File: config.mk
export PLATFORM = sky130hd
export DESIGN_NAME = pc_sequencer_flat
export DESIGN_NICKNAME = d
export VERILOG_FILES = /design/src/rtl/pc_pkg.sv /design/src/rtl/pc_sequencer_if.sv /design/src/rtl/pc_sequencer_ras.sv /design/src/rtl/pc_sequencer.sv /design/src/flat_wrapper.sv
export SDC_FILE = /design/constraint.sdc
export NUM_CORES = 1
export LEC_CHECK = 0
export ABC_CLOCK_PERIOD_IN_PS = 2700
export CORE_ASPECT_RATIO = 0.9
export CORE_MARGIN = 2
export CORE_UTILIZATION = 52
export DETAILED_ROUTE_END_ITERATION = 8
export PLACE_DENSITY = 0.8
export SYNTH_ARGS = -nofsm -noshare
export SYNTH_HDL_FRONTEND = slang
export SYNTH_SLANG_ARGS = --single-unit
File: constraint.sdc
create_clock -name CLK -period 2.7 [get_ports CLK]
set_clock_uncertainty 0.05 [all_clocks]
set_input_delay 0.27 -clock CLK [delete_from_list [all_inputs] [get_ports CLK]]
set_output_delay 0.27 -clock CLK [all_outputs]
set_load 0.005 [all_outputs]
File: src/rtl/pc_pkg.sv
// pc_pkg: shared defaults and next-PC select encoding for the fetch-stage PC sequencer.
package pc_pkg;
  localparam int          PC_ADDR_W       = 32;
  localparam int          PC_INC          = 4;
  localparam int          PC_RESET_VECTOR = -4;
  localparam logic [31:0] PC_EXC_VECTOR   = 32'h0000_0100;
  localparam int          PC_RAS_DEPTH    = 4;
  typedef enum logic [2:0] {SEL_RST, SEL_EXC, SEL_HOLD, SEL_BR, SEL_RET, SEL_SEQ} pc_sel_e;
endpackage

File: src/rtl/pc_sequencer_if.sv
// pc_sequencer_if: control inputs and PC/RAS status outputs between fetch control and the PC sequencer.
interface pc_sequencer_if import pc_pkg::*; #(parameter int ADDR_W = PC_ADDR_W);
  logic              BUSYWAIT;
  logic              EXC;
  logic              BRANCH_TAKEN;
  logic [ADDR_W-1:0] BRANCH_TARGET;
  logic              IS_CALL;
  logic              IS_RET;
  logic [ADDR_W-1:0] OUT;
  logic              RAS_EMPTY;
  logic              RAS_FULL;
  logic              RAS_UNDERFLOW;
  modport master (
    output BUSYWAIT, EXC, BRANCH_TAKEN, BRANCH_TARGET, IS_CALL, IS_RET,
    input  OUT, RAS_EMPTY, RAS_FULL, RAS_UNDERFLOW
  );
  modport slave (
    input  BUSYWAIT, EXC, BRANCH_TAKEN, BRANCH_TARGET, IS_CALL, IS_RET,
    output OUT, RAS_EMPTY, RAS_FULL, RAS_UNDERFLOW
  );
endinterface

File: src/rtl/pc_sequencer_ras.sv
// ras_stack: circular return-address stack; a push when full overwrites the oldest entry.
module ras_stack #(
  parameter int DEPTH = 4,
  parameter int W     = 32
) (
  input  logic         CLK,
  input  logic         RESET,
  input  logic         push_i,
  input  logic         pop_i,
  input  logic         flush_i,
  input  logic [W-1:0] din_i,
  output logic [W-1:0] top_o,
  output logic         full_o,
  output logic         empty_o
);
  localparam int PW = $clog2(DEPTH);
  localparam int CW = $clog2(DEPTH + 1);
  logic [W-1:0]  mem_q [DEPTH];
  logic [PW-1:0] ptr_q, ptr_d, inc_ptr, dec_ptr;
  logic [CW-1:0] cnt_q, cnt_d;
  always_comb begin
    inc_ptr = ptr_q == PW'(DEPTH - 1) ? '0 : ptr_q + 1'b1;
    dec_ptr = ptr_q == '0 ? PW'(DEPTH - 1) : ptr_q - 1'b1;
    full_o  = cnt_q == CW'(DEPTH);
    empty_o = cnt_q == '0;
    top_o   = mem_q[dec_ptr];
    ptr_d   = flush_i ? '0 : push_i ? inc_ptr : (pop_i && !empty_o) ? dec_ptr : ptr_q;
    cnt_d   = flush_i ? '0 : push_i ? (full_o ? cnt_q : cnt_q + 1'b1)
            : (pop_i && !empty_o) ? cnt_q - 1'b1 : cnt_q;
  end
  always_ff @(posedge CLK) begin
    if (RESET) begin
      ptr_q <= '0;
      cnt_q <= '0;
    end else begin
      ptr_q <= ptr_d;
      cnt_q <= cnt_d;
    end
  end
  always_ff @(posedge CLK)
    if (!RESET && push_i && !flush_i) mem_q[ptr_q] <= din_i;
endmodule

File: src/rtl/pc_sequencer.sv
// pc_sequencer: fetch-stage PC register with prioritised next-PC select and a return-address stack.
module pc_sequencer import pc_pkg::*; #(
  parameter int                ADDR_W       = PC_ADDR_W,
  parameter int                INC          = PC_INC,
  parameter logic [ADDR_W-1:0] RESET_VECTOR = ADDR_W'(PC_RESET_VECTOR),
  parameter logic [ADDR_W-1:0] EXC_VECTOR   = ADDR_W'(PC_EXC_VECTOR),
  parameter int                RAS_DEPTH    = PC_RAS_DEPTH
) (
  input logic           CLK,
  input logic           RESET,
  pc_sequencer_if.slave bus
);
  logic [ADDR_W-1:0] pc_q, pc_d, pc_inc, ras_top;
  logic              uf_q, uf_d, ras_full, ras_empty;
  pc_sel_e           sel;
  always_comb begin
    pc_inc = pc_q + ADDR_W'(INC);
    sel    = RESET ? SEL_RST : bus.EXC ? SEL_EXC : bus.BUSYWAIT ? SEL_HOLD
           : bus.BRANCH_TAKEN ? SEL_BR : (bus.IS_RET && !ras_empty) ? SEL_RET : SEL_SEQ;
    pc_d   = sel == SEL_RST  ? RESET_VECTOR
           : sel == SEL_EXC  ? EXC_VECTOR
           : sel == SEL_HOLD ? pc_q
           : sel == SEL_BR   ? bus.BRANCH_TARGET
           : sel == SEL_RET  ? ras_top : pc_inc;
    // A return that reaches the sequential path can only mean the stack was empty.
    uf_d   = sel == SEL_SEQ && bus.IS_RET;
  end
  always_ff @(posedge CLK) begin
    pc_q <= pc_d;
    uf_q <= uf_d;
  end
  ras_stack #(.DEPTH(RAS_DEPTH), .W(ADDR_W)) u_ras (
    .CLK     (CLK),
    .RESET   (RESET),
    .push_i  (sel == SEL_BR && bus.IS_CALL),
    .pop_i   (sel == SEL_RET),
    .flush_i (sel == SEL_EXC),
    .din_i   (pc_inc),
    .top_o   (ras_top),
    .full_o  (ras_full),
    .empty_o (ras_empty)
  );
  assign bus.OUT           = pc_q;
  assign bus.RAS_EMPTY     = ras_empty;
  assign bus.RAS_FULL      = ras_full;
  assign bus.RAS_UNDERFLOW = uf_q;
endmodule

File: src/flat_wrapper.sv
// flat-port wrapper written by rule: the top's interface ports become plain ports
module pc_sequencer_flat import pc_pkg::*;
#(
  parameter int                ADDR_W       = PC_ADDR_W,
  parameter int                INC          = PC_INC,
  parameter logic [ADDR_W-1:0] RESET_VECTOR = ADDR_W'(PC_RESET_VECTOR),
  parameter logic [ADDR_W-1:0] EXC_VECTOR   = ADDR_W'(PC_EXC_VECTOR),
  parameter int                RAS_DEPTH    = PC_RAS_DEPTH
)
  (CLK, RESET, bus_BUSYWAIT, bus_EXC, bus_BRANCH_TAKEN, bus_BRANCH_TARGET, bus_IS_CALL, bus_IS_RET, bus_OUT, bus_RAS_EMPTY, bus_RAS_FULL, bus_RAS_UNDERFLOW);
  pc_sequencer_if #(.ADDR_W(ADDR_W)) bus_i ();
  input logic CLK;
  input logic RESET;
  input wire logic [$bits(bus_i.BUSYWAIT)-1:0] bus_BUSYWAIT;
  input wire logic [$bits(bus_i.EXC)-1:0] bus_EXC;
  input wire logic [$bits(bus_i.BRANCH_TAKEN)-1:0] bus_BRANCH_TAKEN;
  input wire logic [$bits(bus_i.BRANCH_TARGET)-1:0] bus_BRANCH_TARGET;
  input wire logic [$bits(bus_i.IS_CALL)-1:0] bus_IS_CALL;
  input wire logic [$bits(bus_i.IS_RET)-1:0] bus_IS_RET;
  output wire logic [$bits(bus_i.OUT)-1:0] bus_OUT;
  output wire logic [$bits(bus_i.RAS_EMPTY)-1:0] bus_RAS_EMPTY;
  output wire logic [$bits(bus_i.RAS_FULL)-1:0] bus_RAS_FULL;
  output wire logic [$bits(bus_i.RAS_UNDERFLOW)-1:0] bus_RAS_UNDERFLOW;
  assign bus_i.BUSYWAIT = bus_BUSYWAIT;
  assign bus_i.EXC = bus_EXC;
  assign bus_i.BRANCH_TAKEN = bus_BRANCH_TAKEN;
  assign bus_i.BRANCH_TARGET = bus_BRANCH_TARGET;
  assign bus_i.IS_CALL = bus_IS_CALL;
  assign bus_i.IS_RET = bus_IS_RET;
  assign bus_OUT = bus_i.OUT;
  assign bus_RAS_EMPTY = bus_i.RAS_EMPTY;
  assign bus_RAS_FULL = bus_i.RAS_FULL;
  assign bus_RAS_UNDERFLOW = bus_i.RAS_UNDERFLOW;
  pc_sequencer #(.ADDR_W(ADDR_W), .INC(INC), .RESET_VECTOR(RESET_VECTOR), .EXC_VECTOR(EXC_VECTOR), .RAS_DEPTH(RAS_DEPTH)) u_core (.CLK(CLK), .RESET(RESET), .bus(bus_i));
endmodule
port_nets.png
Scale: 4 px per µm.
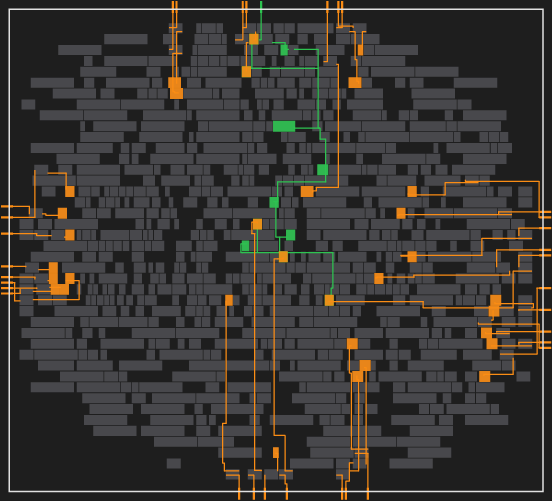
| port | color | bits | direction | end cells | buffers | wire |
|---|---|---|---|---|---|---|
| bus_BRANCH_TAKEN | green | 1 | input | 11 | 2 | 172 µm |
| bus_BRANCH_TARGET | orange | 32 | input | 32 | 32 | 937 µm |

registers.png
Scale: 2 px per µm. Other sequential cells in the stronger gray, the rest of the logic in the fainter gray.
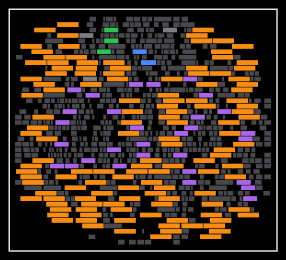
| netlist name | color | placed flops |
|---|---|---|
| u_core.u_ras.cnt_q | green | 3 |
| u_core.u_ras.ptr_q | blue | 2 |
| u_core.u_ras.mem_q | orange | 128 |
| u_core.bus.OUT | purple | 30 |
not colored: 3
flip-flop and latch area: 4610 µm²
sequential-cell power consumption: 0.00296 W
sequential share of cell area: 48.5%

gate_families.png
Scale: 3 px per µm.
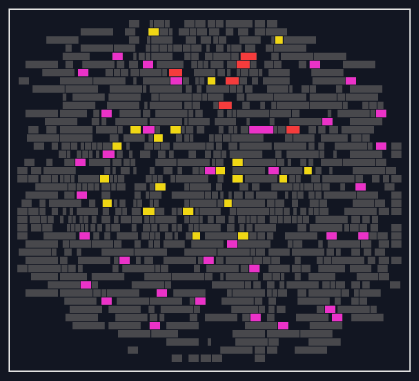
| family | color | cells |
|---|---|---|
| adder and majority cells | red | 6 |
| AND-OR and OR-AND gates | yellow | 20 |
| multiplexers | magenta | 34 |
Final Instance Count excl. Fillers: 950
most common library cell in the layout ignoring fill and taps: edfxtp_1
multi-input logic portion of the cell area: 31.0%

metal_stack.png
Scale: 3 px per µm.
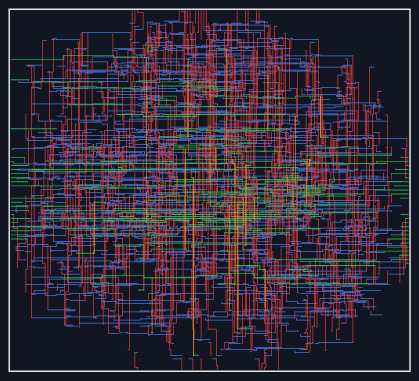
| layer | color | wire length |
|---|---|---|
| met3 | green | 2330 µm |
| met1 | blue | 8480 µm |
| met4 | orange | 606 µm |
| met2 | red | 9840 µm |

final_clocks.png
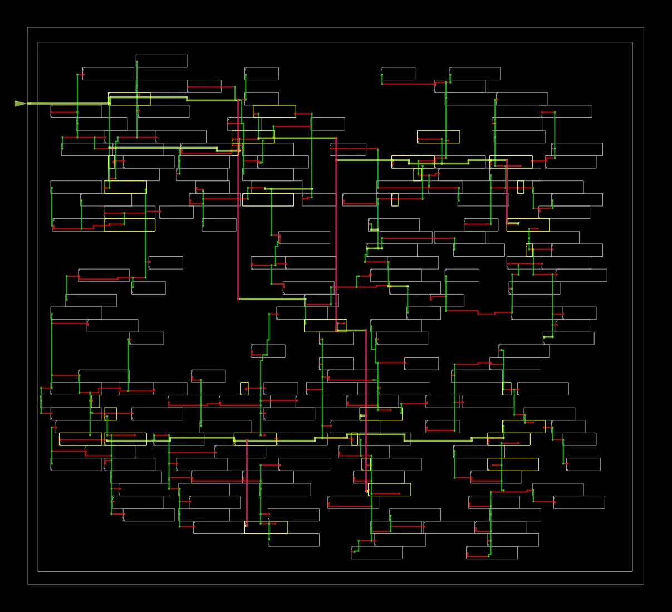
clock tree buffer count of the final layout: 19
clock sink count: 166
power in the clock group: 0.00238 W
number of buffers inserted during clock tree synthesis: 17

==> notes.md <==
Summary of implementation figures.

Outcome
The flow ran to the end, and the final reports show no timing, DRC or antenna violations.

Worst setup path
The signal on the critical path passes through nand4_1, nor3_1, buf_4, nand3_1, xnor2_1, o21ba_2. The endpoint of the worst-slack reg-to-reg timing path is u_core.bus.OUT[22]$_SDFFE_PN1P_. The signal arrival time at the worst endpoint is 2710 ps. Looking at the critical path, the single cell with the biggest stage delay is dfxtp_1. Counting cells, the worst reg-to-reg path comes to 6. The critical path capture point type is a flop. For reference, the critical path is launched at u_core.bus.OUT[8]$_SDFFE_PP1N_. The critical path's largest stage delay is 530 ps. The largest fanout on the critical path is 8. The kind of start point of the critical path is a flop. The slack of the worst reg-to-reg path is 320 ps. According to the timing report, the critical path is captured at u_core.bus.OUT[22]$_SDFFE_PN1P_.

GRT
The number of global-route vias before repair was 5860. Routing resource usage on met3 recorded by global route was 6.04%. The met1 track utilization from global routing is 37.0%. The initial antenna violation count came to 0. The met2 global-route usage is 42.7%.

The largest net degree at the start of global routing is 41. Per the GRT log, the top usage layer is met2. The first global-routing pass estimated 32.6 mm of wire.

The overall track demand over capacity in global routing is 27.0%.

Floorplan
The width of the die is 133 µm. The report lists the number of standard-cell rows as 42. The floorplan die area is 16000 µm².

The floorplan step defined a core boundary enclosing 14700 µm².

Logic synthesis
Summing the areas of all compound-gate instances in the mapped netlist gives 16.4% of the synthesized area. The biggest area contributor in the post-synthesis netlist is edfxtp_1. The async set-or-reset flop fraction in the synthesized netlist is 0%. The largest family of logic cells by area is AND-OR/OR-AND gates.

During synthesis, Yosys emitted a total of 0 warnings. The area share of fa/ha/maj cells after synthesis is 0.963%. The mux share of post-synthesis cell area is 4.57%.

The post-synthesis sequential element count is 166. In the Yosys stats the netlist draws on 65 distinct library cells. Counting every net in the synthesized netlist gives 701.

Yosys reports that the leading cell type by area covers 49.3% of the netlist area. The most frequently used library cell after synthesis is edfxtp_1. Yosys attributes the largest share of cell area to edfxtp_1 49%, dfxtp_1 9.8%, a211oi_1 4.4%, mux2i_1 3.9%, nor2b_1 2.9%.

Worst hold path
In this run the most critical hold path is launched from bus_BRANCH_TARGET[1]. In this run the worst hold path is classified as input pin to flop.

Drt
The highest layer touched by signal routing is met4. After detailed routing, the average wire length per cell comes to 22.4 µm. Summed over all layers, the routed wires come to 21.3 mm. The detailed-routed wire length on met3 is 2.33 mm.

CTS
The clock transition at the register clock pins on the worst setup and hold paths after CTS is 70 ps. Clock latency on the worst-skew pair, taken at its later pin, is 430 ps. Once the clock tree was built, the resizer swapped 0 gates to a different size. CTS placed an instance of clkbuf_16 at the clock tree root.

Final timing
Once routing completed, OpenROAD measured the worst setup slack at 317 ps. The relative slew slack is 13.6%. The final max-slew violation count recorded for this run is 0. The end-of-flow timing check tallies setup violations at 0. The final hold violation count recorded for this run is 0. OpenROAD reports that the post-layout worst path occupies 88.3% of the period. Setup repair after global routing left no endpoint under its margin.

Pwr
The script extracted a total leakage power of 3.41 nW. The power report shows net switching accounting for 23.6% of the total. The clock network accounts for 39.2% of the total power. In the power breakdown, the internal column shows 0.00463 W. The share of total power dissipated in sequential elements is 48.8%.

The leading power group is sequential cells.

Place
OpenSTA, run right after detailed placement, puts the worst setup slack at 107 ps. The post-DP HPWL is 13.9 mm. The placement report lists the number of port buffers as 73.

Flow run
Warnings raised by the tools during the run amount to 30.

Final layout
The number of flip-flops in the largest register is 128. The area of all placed cells without fillers is 9500 µm². The repair_antennas step left the layout with diodes totalling 0. By instance count after routing, the leading logic cell types are 128 x edfxtp_1, 73 x clkdlybuf4s50_1, 46 x a211oi_1.
Power and IR drop assume default switching activity.
